Fig. 1: run 1, where the registers sit
Bar = 50 um. Other sequential cells in the stronger grey, the rest of the logic in the fainter grey.
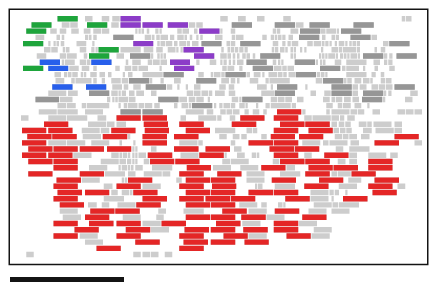
Fig. 2: run 1, cell classes on the final placement
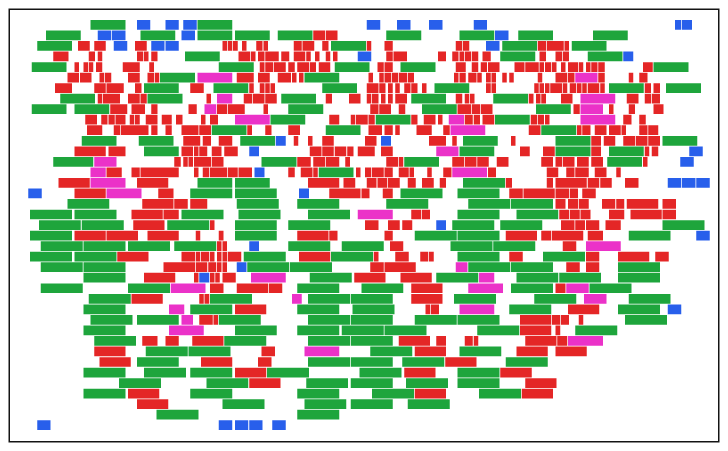
Fig. 3: run 1, clock wires, drivers and flops
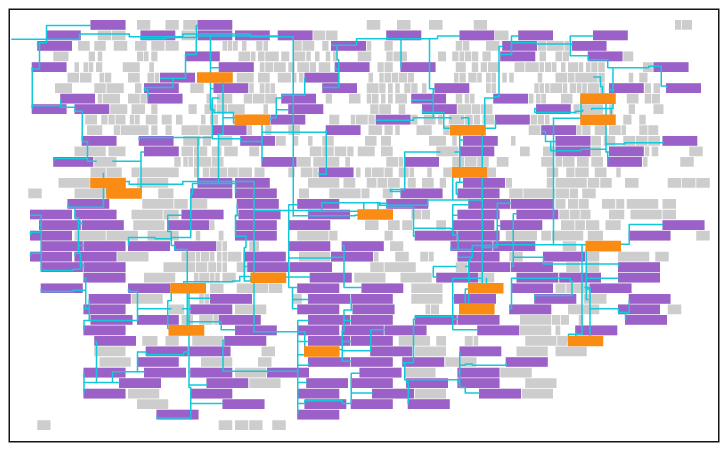
$ cat src/rtl/ad_frame_builder.sv
// ad_frame_builder: samples the AD bus once per symbol period while sync is
// active, buffers samples in a FIFO and emits framed bytes over valid/ready:
// 0x55 0x55 0xD5 <seq> <payload x PAYLOAD_LEN> <checksum>.
// Optional feature macro: AD_FRAME_CRC8_EN
//   defined   -> checksum is CRC-8 (poly 0x07, init 0x00, MSB first)
//   undefined -> checksum is the XOR of the payload bytes
module ad_frame_builder #(
  parameter int unsigned SYMBOL_CYCLES = 720,
  parameter int unsigned SAMPLE_OFFSET = 360,
  parameter int unsigned PAYLOAD_LEN   = 4,
  parameter int unsigned FIFO_DEPTH    = 16
) (
  input  logic       clock,
  input  logic       resetN,
  input  logic       sender_sync_in,
  input  logic [7:0] sender_ad,
  output logic [7:0] out_data,
  output logic       out_valid,
  input  logic       out_ready,
  output logic       out_last,
  output logic       busy,
  output logic [7:0] overflow_cnt
);

  localparam int unsigned CntW  = (SYMBOL_CYCLES > 1) ? $clog2(SYMBOL_CYCLES) : 1;
  localparam int unsigned PtrW  = (FIFO_DEPTH > 1) ? $clog2(FIFO_DEPTH) : 1;
  localparam int unsigned FillW = PtrW + 1;
  localparam int unsigned IdxW  = (PAYLOAD_LEN > 1) ? $clog2(PAYLOAD_LEN) : 1;

  localparam logic [CntW-1:0]  SymLast   = CntW'(SYMBOL_CYCLES - 1);
  localparam logic [CntW-1:0]  SampleOff = CntW'(SAMPLE_OFFSET);
  localparam logic [FillW-1:0] FifoFull  = FillW'(FIFO_DEPTH);
  localparam logic [FillW-1:0] PayLen    = FillW'(PAYLOAD_LEN);
  localparam logic [IdxW-1:0]  PayLast   = IdxW'(PAYLOAD_LEN - 1);

  typedef enum logic [2:0] {
    StIdle, StPre0, StPre1, StSfd, StSeq, StPayload, StCheck
  } state_e;

  // Checksum step over one payload byte.
  function automatic logic [7:0] chk_step(input logic [7:0] c, input logic [7:0] d);
    logic [7:0] r;
    r = c ^ d;
`ifdef AD_FRAME_CRC8_EN
    for (int i = 0; i < 8; i++) begin
      r = r[7] ? ((r << 1) ^ 8'h07) : (r << 1);
    end
`endif
    return r;
  endfunction

  logic             sync_meta_q, sync_s_q;
  logic [CntW-1:0]  cnt_q, cnt_d;
  logic [7:0]       mem_q [FIFO_DEPTH];
  logic [PtrW-1:0]  wr_ptr_q, wr_ptr_d, rd_ptr_q, rd_ptr_d, rd_ptr_nxt;
  logic [FillW-1:0] fill_q, fill_d;
  logic [7:0]       ovf_q, ovf_d;
  logic             hs, pop, push_req, push, drop, full, flush;
  logic [7:0]       head, next_head;

  state_e           state_q, state_d;
  logic [7:0]       out_data_q, out_data_d;
  logic             out_valid_q, out_valid_d;
  logic             out_last_q, out_last_d;
  logic [7:0]       seq_q, seq_d;
  logic [7:0]       chk_q, chk_d, chk_upd;
  logic [IdxW-1:0]  idx_q, idx_d;

  // Two-flop synchronizer for the asynchronous capture enable.
  always_ff @(posedge clock or negedge resetN) begin
    if (!resetN) begin
      sync_meta_q <= 1'b0;
      sync_s_q    <= 1'b0;
    end else begin
      sync_meta_q <= sender_sync_in;
      sync_s_q    <= sync_meta_q;
    end
  end

  // Symbol counter, capture decision and FIFO bookkeeping.
  always_comb begin
    cnt_d = '0;
    if (sync_s_q) cnt_d = (cnt_q == SymLast) ? '0 : cnt_q + 1'b1;

    hs         = out_valid_q && out_ready;
    pop        = hs && (state_q == StPayload);
    full       = (fill_q == FifoFull);
    push_req   = sync_s_q && (cnt_q == SampleOff);
    push       = push_req && (!full || pop);
    drop       = push_req && full && !pop;
    // Partial leftovers are discarded once the FSM is idle and sync is gone.
    flush      = (state_q == StIdle) && !sync_s_q && (fill_q < PayLen);
    rd_ptr_nxt = rd_ptr_q + 1'b1;
    head       = mem_q[rd_ptr_q];
    next_head  = mem_q[rd_ptr_nxt];

    wr_ptr_d = push ? wr_ptr_q + 1'b1 : wr_ptr_q;
    rd_ptr_d = rd_ptr_q;
    fill_d   = fill_q;
    if (flush) begin
      rd_ptr_d = wr_ptr_q;
      fill_d   = '0;
    end else begin
      if (pop) rd_ptr_d = rd_ptr_nxt;
      if (push && !pop) fill_d = fill_q + 1'b1;
      else if (pop && !push) fill_d = fill_q - 1'b1;
    end

    ovf_d = (drop && (ovf_q != 8'hFF)) ? ovf_q + 1'b1 : ovf_q;
  end

  // Counter, FIFO pointers and overflow counter state.
  always_ff @(posedge clock or negedge resetN) begin
    if (!resetN) begin
      cnt_q    <= '0;
      wr_ptr_q <= '0;
      rd_ptr_q <= '0;
      fill_q   <= '0;
      ovf_q    <= '0;
    end else begin
      cnt_q    <= cnt_d;
      wr_ptr_q <= wr_ptr_d;
      rd_ptr_q <= rd_ptr_d;
      fill_q   <= fill_d;
      ovf_q    <= ovf_d;
    end
  end

  // Sample storage; contents are only meaningful behind the fill count.
  always_ff @(posedge clock) begin
    if (push) mem_q[wr_ptr_q] <= sender_ad;
  end

  // Frame FSM next state; outputs are computed one step ahead so they leave flops.
  always_comb begin
    state_d     = state_q;
    out_data_d  = out_data_q;
    out_valid_d = out_valid_q;
    out_last_d  = out_last_q;
    seq_d       = seq_q;
    chk_d       = chk_q;
    idx_d       = idx_q;
    chk_upd     = chk_step(chk_q, out_data_q);

    unique case (state_q)
      StIdle: begin
        if (fill_q >= PayLen) begin
          state_d     = StPre0;
          out_valid_d = 1'b1;
          out_data_d  = 8'h55;
          out_last_d  = 1'b0;
        end
      end
      StPre0: begin
        if (hs) begin
          state_d    = StPre1;
          out_data_d = 8'h55;
        end
      end
      StPre1: begin
        if (hs) begin
          state_d    = StSfd;
          out_data_d = 8'hD5;
        end
      end
      StSfd: begin
        chk_d = '0;
        if (hs) begin
          state_d    = StSeq;
          out_data_d = seq_q;
        end
      end
      StSeq: begin
        if (hs) begin
          state_d    = StPayload;
          out_data_d = head;
          idx_d      = '0;
        end
      end
      StPayload: begin
        if (hs) begin
          chk_d = chk_upd;
          if (idx_q == PayLast) begin
            state_d    = StCheck;
            out_data_d = chk_upd;
            out_last_d = 1'b1;
          end else begin
            idx_d      = idx_q + 1'b1;
            out_data_d = next_head;
          end
        end
      end
      StCheck: begin
        if (hs) begin
          seq_d      = seq_q + 1'b1;
          out_last_d = 1'b0;
          if (fill_q >= PayLen) begin
            state_d    = StPre0;
            out_data_d = 8'h55;
          end else begin
            state_d     = StIdle;
            out_valid_d = 1'b0;
            out_data_d  = 8'h00;
          end
        end
      end
      default: begin
        state_d     = StIdle;
        out_valid_d = 1'b0;
        out_last_d  = 1'b0;
        out_data_d  = 8'h00;
      end
    endcase
  end

  // Frame FSM state and registered outputs.
  always_ff @(posedge clock or negedge resetN) begin
    if (!resetN) begin
      state_q     <= StIdle;
      out_data_q  <= 8'h00;
      out_valid_q <= 1'b0;
      out_last_q  <= 1'b0;
      seq_q       <= 8'h00;
      chk_q       <= 8'h00;
      idx_q       <= '0;
    end else begin
      state_q     <= state_d;
      out_data_q  <= out_data_d;
      out_valid_q <= out_valid_d;
      out_last_q  <= out_last_d;
      seq_q       <= seq_d;
      chk_q       <= chk_d;
      idx_q       <= idx_d;
    end
  end

  assign out_data     = out_data_q;
  assign out_valid    = out_valid_q;
  assign out_last     = out_last_q;
  assign busy         = (state_q != StIdle);
  assign overflow_cnt = ovf_q;

endmodule

$ cat config.mk
export PLATFORM = sky130hd
export DESIGN_NAME = ad_frame_builder
export DESIGN_NICKNAME = d
export VERILOG_FILES = /design/src/rtl/ad_frame_builder.sv
export SDC_FILE = /design/constraint.sdc
export NUM_CORES = 1
export LEC_CHECK = 0
export CAP_MARGIN = 10
export CORE_ASPECT_RATIO = 0.6
export CORE_MARGIN = 2
export CORE_UTILIZATION = 50
export DETAILED_ROUTE_END_ITERATION = 16
export GPL_ROUTABILITY_DRIVEN = 0
export PLACE_DENSITY = 0.67
export SLEW_MARGIN = 20
export SYNTH_ARGS = -nofsm -noshare
export SYNTH_HDL_FRONTEND = slang
export SYNTH_SLANG_ARGS = --single-unit
$ cat constraint.sdc
create_clock -name clock -period 6.05 [get_ports clock]
set_input_delay 0.9075 -clock clock [delete_from_list [all_inputs] [get_ports clock]]
set_output_delay 0.9075 -clock clock [all_outputs]
set_load 0.005 [all_outputs]
==> notes.md, run 1 <==
Flow results follow.

The synthesized design contains 128 enable-type register cells. The worst hold path was traced through 0 stages. The initial DRC count is 1,008. The clock tree from TritonCTS is done.

The buffers plus inverters on the worst setup path is 2. STA classifies the critical path startpoint as an input pin. After layout, the minimum clock period comes to between 3 and 4 ns.

Per the detail_route report, routed wire per instance is 25.3 um. The script parses the final routing iteration and logs DRC violations as 0. The total number of H-tree levels is 4. The number of setup buffers added after CTS is 0. The first-pass detailed-route iteration total is 5. The clock network burns 43.7% of the power. In the synthesis report, Yosys lists the chip area as ~9600 sq um. The total global routing track utilization is between 20% and 30%. In this run the clock root is driven by a clkbuf_16.

The pin count of the biggest net entering global routing is 65. The average instance in the mapped netlist occupies 13.7 sq um. According to the timing report, the critical path is captured at fill_q[4]. The via count normalized by instance count is 6.55. The final antenna diode tally reported by the flow is 0. The most common logic cells in the final layout are edfxtp_1 (128), dfrtp_1 (63), nand2_1 (55). The initial utilization of the core area, before any placement, comes to 50.7%.

Clock-pin slew was measured on the worst setup and hold paths at 0.08 ns. The power dissipated by switching net loads is 661 uW. The post-synthesis instance total is 698. The post-route netlist has 16.2% of its cells at a drive strength greater than 1. The count of cells resized by post-cts repair is 0. The total non-filler cell area in the finished layout is 10,700 sq um. Headroom to the max-slew limit came out at between 20 and 30%.

The signal on the critical path passes through clkdlybuf4s50_1 -> and3_1 -> nand3_1 -> and3_1 -> inv_1 -> ha_1 -> a21o_1 -> a21oi_1 -> mux2i_1 -> xnor2_1. The clock latency reported for the late side of the worst-skew pair is 0.45 ns. The synthesis log from Yosys contains 0 warnings. The most frequent cell on the critical path is and3_1. The dominant register cell is edfxtp_1.

The final setup violation count is 0. Measured along the y axis, the die boundary spans 111 um. The highest layer touched by signal routing is met4. In this run switching power makes up 24.7% of total power. The biggest power consumer among the groups is sequential cells. The final layout contains 742 nets. The number of top-level design ports is 31. The completed layout was analyzed and its total power is roughly 2.7 mW. Counting endpoints that fail hold in the final report gives 0. The startpoint identified for the worst register-to-register timing path is rd_ptr_q[0].

The met1 layer wirelength in the final routing is 11,100 um. The sort of element at the end of the critical path is a flip-flop. Per the post-synthesis report, the nets total approximately 730. The post-route setup TNS is 0 ns. Per the OpenROAD power report, leakage power amounts to 3.98 nW. For hold timing, the worst endpoint is sync_s_q. The maximum operating frequency is ~280 MHz. The number of antenna violations at the first check in global routing is 0. Per the Yosys statistics, synthesis produced 698 cells. The worst register-to-register path depth is 7.

The maximum count of clock buffers along a single path is 2. The slowest stage of the critical path belongs to the cell clkdlybuf4s50_1. The critical path is of the in -> reg type. The number of max-slew violations in the final report is 0. The register with the most flip-flops in the layout has 128 of them. The flow ran to the end, and the final reports show no timing, DRC or antenna violations. TritonCTS reports the number of clock sinks as approximately 190. The biggest cell delay along the critical path is ~0.55 ns.
-- Fig. 1 (at the start) --
| signal | colour | sequential cells |
|---|---|---|
| `mem_q` | red | 128 |
| `overflow_cnt` | green | 8 |
| `fill_q` | blue | 5 |
| `cnt_q` | purple | 10 |
not coloured: 41
Finished Core Util: 56.6%
storage element area: 5450 sq um
share of the final layout cell area in sequential cells: 50.9%
sequential cell power: 1.41 mW

-- Fig. 2 (at the start) --
| class | colour | cells |
|---|---|---|
| flops | green | 192 |
| clock drivers and dummy loads | magenta | 32 |
| combinational and other logic | red | 463 |
| other buffers and delay cells | blue | 41 |

-- Fig. 3 (at the start) --
[flip-flops] purple | count: 192
[clock drivers] orange | count: 17
[clock wires] cyan | length: 2,320 um
flops lie: spread over the die
routed clock nets: 18
clock skew: 0.0113 ns
clock network power consumption: 1.17 mW

[run 1: cell type report]
type                            count  area [sq um]
Fill cell                        1488          8220
Sequential cell                   192          5450
Multi-Input combinational cell    448          3910
Clock buffer                       17           425
Timing Repair Buffer               41           378
Tap cell                          246           308
Clock inverter                     15           188
Inverter                           15          56.3
[run 1: stage by stage]
stage | hold slack (ns) | util (%) | worst slack (ns) | cells
2_1_floorplan | 0.331 | - | 2.95 | 698
3_3_place_gp | 0.337 | 53.2 | 2.18 | 942
3_5_place_dp | 0.345 | 53.3 | 2.08 | 942
4_1_cts | 0.364 | 56.5 | 2.57 | 974
5_1_grt | 0.375 | 56.6 | 2.32 | 974
6_report | 0.360 | 56.6 | 2.53 | 974
[run 1: cell usage after synthesis, drive strengths merged (10+ instances only)]
cell type / n / area share [%]
a22oi: 17 / 1.3
inv: 15 / 0.59
clkbuf: 17 / 0.67
mux2i: 28 / 2.9
nor2b: 10 / 0.65
mux2: 10 / 1.2
xor2: 13 / 1.3
nand3: 19 / 0.99
nor3: 12 / 0.68
nand2: 55 / 2.2
dfrtp: 64 / 17
o21ai: 27 / 1.4
buf: 26 / 1.6
nor2: 47 / 1.8
ha: 14 / 1.8
mux4: 54 / 13
edfxtp: 128 / 40
a21oi: 19 / 0.99
xnor2: 28 / 2.6
[run 1: cells by family (layout without fill, tap and decap cells)]
group	after synthesis	in the layout	share of synthesized area (%)
muxes	92	92	16.8
xor gates and xnor gates	41	41	3.82
buffers and inverters	58	88	2.80
and+or+nand+nor	182	182	9.17
DFF	192	192	56.8
adders and majority gates	15	15	2.04
AOI/OAI and AO/OA	118	118	8.61
[run 1: per-layer routing]
metal / global-route usage [%] / vias to the layer above
met2: 34.2 / 365
met5: 0 / -
met3: 8.61 / 38
met1: 40.0 / 3242
li1: - / 2731
met4: 5.76 / 0
==> run 1 -> run 2 <==
--- a/config.mk
+++ b/config.mk
@@ -11,7 +11,7 @@
 export CORE_UTILIZATION = 50
 export DETAILED_ROUTE_END_ITERATION = 16
 export GPL_ROUTABILITY_DRIVEN = 0
-export PLACE_DENSITY = 0.67
+export PLACE_DENSITY = 0.7
 export SLEW_MARGIN = 20
 export SYNTH_ARGS = -nofsm -noshare
 export SYNTH_HDL_FRONTEND = slang
==> constraint.sdc (replaced) <==
create_clock -name clock -period 3.2 [get_ports clock]
set_input_delay 0.48 -clock clock [delete_from_list [all_inputs] [get_ports clock]]
set_output_delay 0.48 -clock clock [all_outputs]
set_load 0.005 [all_outputs]
==> run 2 against run 1 <==
Sequential power is 89% higher. Die size stayed put. Worst setup slack worse by 2.3 ns. Synthesized area stayed put. Utilization is 0.69 points higher. Hold slack worse by 0.20 ns. Register-to-register slack worse by 2.3 ns. Synthesized cell count stayed put. Sequential share of layout area is 0.62 points lower. Critical path depth is 1 lower. Flip-flop count stayed put. First-iteration DRC count is 15% lower. Largest power group unchanged.
==> notes.md, run 2 <==
Flow results follow.

The number of max-slew violations in the final report is 0. The longest incremental delay of any stage on the critical path is reported as 0.46 ns. The fraction of met2 tracks used by global routing is ~33%. TritonCTS built the clock tree. For reference, the top cells by area after synthesis are edfxtp_1 (40%), dfrtp_1 (17%), mux4_2 (13%). Summing all multi-input logic gate instances after layout gives approximately 3900 sq um.

The count of cells resized by post-cts repair is 0. The number of antenna violations at the first check in global routing is 0. met1 track demand over resource after global routing is 40.9%.

From bottom edge to top edge, the die measures about 110 um. The maximum operating frequency is 341 MHz. Yosys instantiated no cell more often than edfxtp_1.

The post-synth net total is ~730. The number of setup buffers added after CTS is 0. The most crowded layer after global routing is met1. Ranking logic cells in the layout by count gives the top entries edfxtp_1 (128), dfrtp_1 (63), nand2_1 (55). The layout has 1,484 filler cells. The flow ran to the end, and the final reports show no timing, DRC or antenna violations. The leakage power is 4.08 nW. The number of top-level design ports is 31. The total number of H-tree levels is 4. The normalized max-slew margin is 39.9%.

In this run the critical register-to-register path is launched from cnt_q[4]. The fraction of final layout cells with drive strength greater than 1 is 18.4%. In the global route stage, overall resource usage came out at 25.3%. The clock drives 192 sinks. Entering global routing, the biggest net connects between 70 and 80 pins. The effective utilization at floorplan is around half.

Counting every instance in the synthesized netlist gives between 600 and 700. The buffers plus inverters on the worst setup path is 1. Post-synthesis, Yosys gives the total cell area as 9590 sq um. The report lists the cells along the critical path as nor4b_1 -> and4_1 -> and3_1 -> inv_1 -> fa_1 -> a21o_1 -> a21oi_1 -> mux2i_1 -> xnor2_1.

Yosys mapped a number of flops with a built-in enable equal to between 100 and 150. From the final report, the count of setup violators was given as 0. Per the detail_route report, DRC violations left total 0.

The total non-filler cell area in the finished layout is 10,800 sq um.
## run 2: cell families after synthesis
group	count (synthesis)	synth area share, %
flops	192	56.8
xor+xnor	41	3.82
simple gates	182	9.17
mux	92	16.8
compound gates	118	8.61
fa+ha+maj	15	2.04
buf+inv	58	2.80
## run 2: final cells by class
| cell class | count | area share [%] |
|---|---|---|
| Sequential cell | 192 | 50.3 |
| Multi-Input combinational cell | 448 | 35.7 |
| Timing Repair Buffer | 67 | 5.40 |
| Clock buffer | 23 | 4.56 |
| Tap cell | 246 | 2.84 |
| Clock inverter | 9 | 0.658 |
| Inverter | 15 | 0.519 |
| Antenna cell | 1 | 0.0231 |
## run 2: where the power goes
group          total, mW  internal [mW]  switching [mW]
clock network       2.06           1.11           0.956
registers           2.66           2.66         0.00538
logic              0.194         0.0728           0.122
## run 2: routing by layer
layer	share of wire [%]	routed length, um
met1	47	11500
met2	41	10100
met3	9.9	2410
met4	1.9	474
met5	0	0
## run 2: per-stage QoR
| stage | utilization, % | instances | power (mW) | hold slack [ns] |
|---|---|---|---|---|
| after floorplan | - | 698 | 2.81 | 0.184 |
| after global placement | 54.3 | 968 | 2.90 | 0.341 |
| after detailed placement | 54.3 | 968 | 2.91 | 0.341 |
| after CTS | 57.3 | 1000 | 4.94 | 0.187 |
| after global routing | 57.3 | 1000 | 5.07 | 0.236 |
| final | 57.3 | 1001 | 4.92 | 0.162 |
## run 2: how the worst min path moves through the flow
stage,from,end,slack (ns),depth (start not counted)
floorplan,resetN,chk_q[0],0.18,0
global placement,sync_meta_q,sync_s_q,0.34,0
detailed placement,sync_meta_q,sync_s_q,0.34,0
CTS,resetN,idx_q[1],0.19,1
global route,resetN,idx_q[1],0.24,1
finish,resetN,idx_q[1],0.16,1
Fig. 4: run 2, where the registers sit
Bar = 50 um. Other sequential cells in the stronger grey, the rest of the logic in the fainter grey.
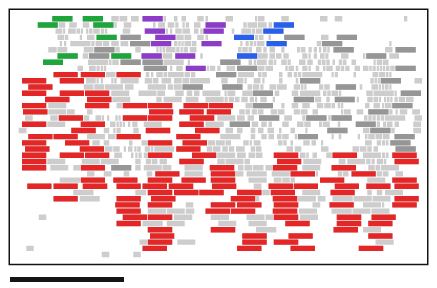
| signal | colour | sequential cells |
|---|---|---|
| `overflow_cnt` | green | 8 |
| `mem_q` | red | 128 |
| `fill_q` | blue | 5 |
| `cnt_q` | purple | 10 |
Finished Core Util: 57.3%
share of the final layout cell area in sequential cells: 50.3%
sequential cell power: 2.66 mW

Fig. 5: run 2, cell classes on the final placement
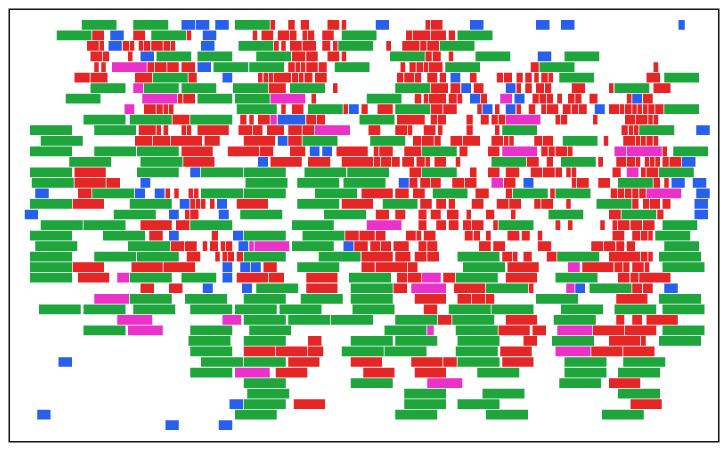
| class | colour | cells |
|---|---|---|
| clock drivers and dummy loads | magenta | 32 |
| combinational and other logic | red | 463 |
| other buffers and delay cells | blue | 67 |
| flops | green | 192 |
number of core rows: 39
core region area: 18,900 sq um

==> run 2 -> run 3 <==
--- a/config.mk
+++ b/config.mk
@@ -6,12 +6,12 @@
 export NUM_CORES = 1
 export LEC_CHECK = 0
 export CAP_MARGIN = 10
-export CORE_ASPECT_RATIO = 0.6
+export CORE_ASPECT_RATIO = 0.7
 export CORE_MARGIN = 2
-export CORE_UTILIZATION = 50
+export CORE_UTILIZATION = 56
 export DETAILED_ROUTE_END_ITERATION = 16
 export GPL_ROUTABILITY_DRIVEN = 0
-export PLACE_DENSITY = 0.7
+export PLACE_DENSITY = 0.77
 export SLEW_MARGIN = 20
 export SYNTH_ARGS = -nofsm -noshare
 export SYNTH_HDL_FRONTEND = slang
==> run 3 against run 2 <==
Global-route usage up 1.9 points. Maximum frequency up 2.9%. Register-to-register slack better by 0.08 ns. Sequential share of layout area down 0.064 points. Flip-flop count unchanged. First-iteration DRC count up 13%. Final cell count down 1.8%. Utilization up 8.4 points. Highest routed layer unchanged. Synthesized area unchanged.
==> notes.md, run 3 <==
Flow results follow.

The run finished with clean final reports. Sequential cells were found to cover 56.8% of the synthesized design area. The core region is 16,500 sq um.

The number of setup buffers added after CTS is 0. According to the floorplan log, the row count is 39. The count of flip-flops with a built-in enable after synthesis is 128. The launch point of the worst register-to-register path is recorded as cnt_q[4]. The worst setup path is launched from a flip-flop.

Per the final report, max-transition violations number 0. The final-report hold violation count is 0. The post-synthesis instance total is 698. The number of warnings printed during yosys synthesis is 0.

The pin count of the biggest net entering global routing is 75. Dividing the final minimum period by the clock period gives 88.9%. The count of cells resized by post-cts repair is 0. The count of nets after finishing is 772.

The tally of filler cells in the layout is 1,129. The total number of H-tree levels is 4. The die outline height is 113 um. The maximum fanout count along the critical path is 7. The routed design shows a via density per instance of 6.63. The kind of cell with the highest combined delay along the critical path is simple AND/OR/NAND/NOR gates. The OpenROAD warning count is 31. The first global-routing pass estimated 37,000 um of wire. The area of the synthesized netlist per yosys stat is 9590 sq um.

The total inserted antenna cells is 0. Per the post-CTS timing run, clock transition at the registers of the reported paths is roughly 0.08 ns. The routed length per placed instance is 24.0 um.

The kind of critical path is reg -> reg. The total global routing track utilization is approximately 27%. The post-synth net total is 725. The CTS sink count is 192. Summed over all instances, the cell type with the most area after synthesis is edfxtp_1.

Setup repair after global routing left no endpoint under its margin. CTS reports a maximum clock tree buffer depth of 2. The buffers plus inverters on the worst setup path is 1. For this run, the detailed router's first-pass iteration total came to 7. In the Yosys report the total cell count is 698. The number of antenna violations at the first check in global routing is 0. The count of cell types in the netlist is 59. The final setup violation count is 0. For this run, the slowest stage of the critical path takes 0.45 ns. Looking at the critical path, the single cell with the biggest stage delay is dfrtp_1. The worst setup path is captured at a flip-flop. The area fraction of the dominant cell type after synthesis is 40.1%. The required time of the worst setup path is 3.56 ns. The cell with the most instances after synthesis is edfxtp_1. Yosys reports that the most numerous cell types are edfxtp_1 (128), dfrtp_1 (64), nand2_1 (55).

The finished cells cover roughly 11,000 sq um. The tree is rooted in a clkbuf_16. Per the GRT congestion report, total overflow comes to 0. The number of flip-flops in the largest register is ~130. Per the cell usage report, the commonest logic cell in the layout is edfxtp_1. The highest clock rate this design can be run at is 351 MHz. The leakage power is between 4 and 5 nW. The report lists the cells along the critical path as nor4b_1 -> and4_1 -> and3_1 -> inv_1 -> fa_1 -> a21o_1 -> a21oi_1 -> mux2i_1 -> xnor2_1. In this run the mean area of a mapped cell was around 14 sq um.

The main area contributors are edfxtp_1 (40%), dfrtp_1 (17%), mux4_2 (13%). According to the I/O placement log, the pin count is 31. Yosys reported a register bit count of between 150 and 200. The detailed router reported a total wirelength of about 24,000 um. The largest voltage drop on the vdd net is around 0.34 mV.

TritonCTS built the clock tree. The design draws between 4 and 5 mW. The overall via count from detail_route is 6,514. Per the detail_route report, DRC violations left total 0. The initial DRC count is 973. The end-of-flow core utilization is between 60 and 70%. The final critical-path required period is 2.85 ns. The number of cells on the worst reg-to-reg path is 9. Post-synth the commonest register cell is edfxtp_1. The normalized max-slew margin is 43.5%. The number of nets with antenna violations after routing is 0.

The post-route netlist has 18.7% of its cells at a drive strength greater than 1. The top register by number of flip-flops is mem_q. The effective utilization at floorplan is 58.0%. The arrival time of data at the worst endpoint is listed as around 3.2 ns. The post-route setup TNS is 0 ns.

In the layout the commonest cells are edfxtp_1 (128), dfrtp_1 (63), nand2_1 (55).
==> run 3: worst max-delay path by stage <==
stage	from	to	cells after the start
2_1_floorplan	out_ready	fill_q[4]	11
3_3_place_gp	out_ready	fill_q[4]	10
3_5_place_dp	out_ready	fill_q[4]	10
4_1_cts	rd_ptr_q[0]	out_data[5]	7
5_1_grt	rd_ptr_q[0]	out_data[5]	6
6_report	cnt_q[4]	fill_q[4]	9
==> run 3: report_power, final <==
group | internal, mW | switching, mW
Clock | 1.13 | 0.947
Sequential | 2.66 | 0.00505
Combinational | 0.0749 | 0.118
==> run 3: cell type report <==
class	count	area (sq um)	area share [%]
repair buffers	71	628	5.79
flip-flops and latches	192	5450	50.2
clock buffers	21	463	4.26
clock inverters	11	103	0.945
inverters	15	56.3	0.519
multi-input cells	448	3880	35.7
well taps	225	282	2.59
==> run 3: layer usage <==
layer	up-vias	routed length, um	global-route usage (%)
li1	2790	-	-
met1	3298	9900	39.7
met2	385	10700	40.5
met3	41	2640	8.11
met4	0	388	7.57
met5	-	0	0
==> run 3: kinds of logic after synthesis <==
group	synth area share, %
adder cells (fa/ha/maj)	2.04
AND-OR/OR-AND	8.61
flip-flops	56.8
AND/OR/NAND/NOR	9.17
multiplexers	16.8
buffers and inverters	2.80
XOR/XNOR	3.82
==> run 3: per-stage QoR <==
stage	cells	hold WS [ns]	setup slack [ns]
6_report	983	0.0325	0.354
5_1_grt	983	0.0786	0.197
4_1_cts	983	0.0413	0.421
3_5_place_dp	951	0.340	0.202
3_3_place_gp	951	0.334	0.292
2_1_floorplan	698	0.184	0.531
Fig. 6: run 3, clock wires, drivers and flops
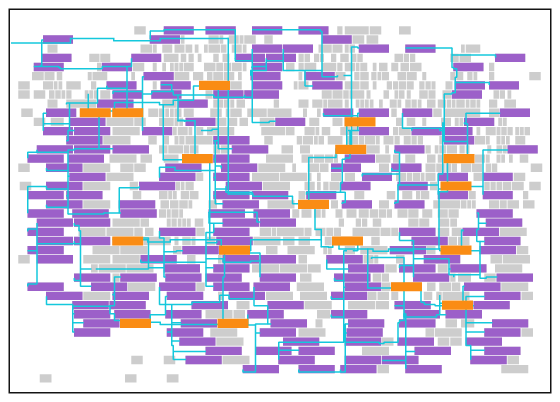
[clock wires] cyan | length: 2,230 um
[clock drivers] orange | count: 17
[flip-flops] purple | count: 192
flops lie: spread over the die
routed clock nets: 18
clock network power consumption: 2.08 mW
Clock Latency Late Sink: 0.45 ns
clock power share: 42.1%
clock skew: 0.0177 ns

Fig. 7: run 3, sizing map
Bar = 50 um.
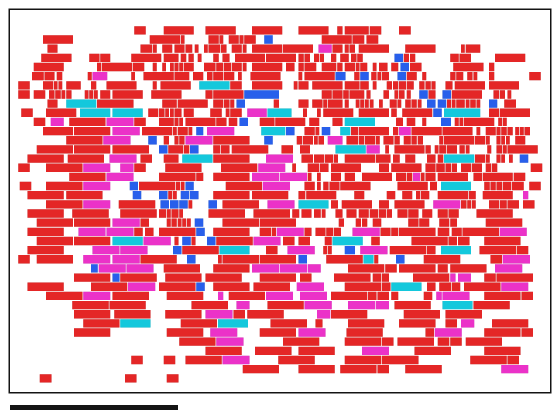
| size | colour | cells | share |
|---|---|---|---|
| _2 cells | magenta | 73 | 9.6% |
| _3 and _4 cells | blue | 46 | 6.1% |
| _0 and _1 cells | red | 616 | 81% |
| _6 and larger | cyan | 23 | 3.0% |


==> layout pictures side by side <==
The clock network.
(a)
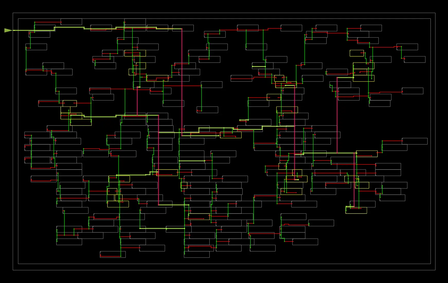
(b)
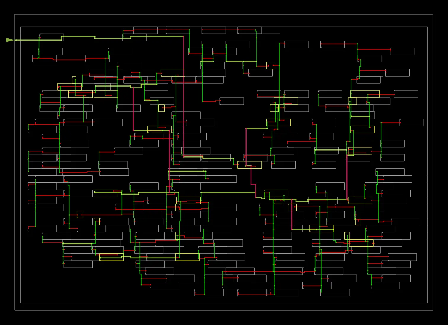
(c)
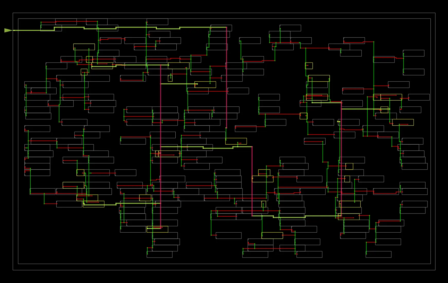
| from | picture |
|---|---|
| run 3 | (b) |
| run 1 | (a) |
| run 2 | (c) |

Power figures rest on the tool's default switching activity, not on a simulated workload.
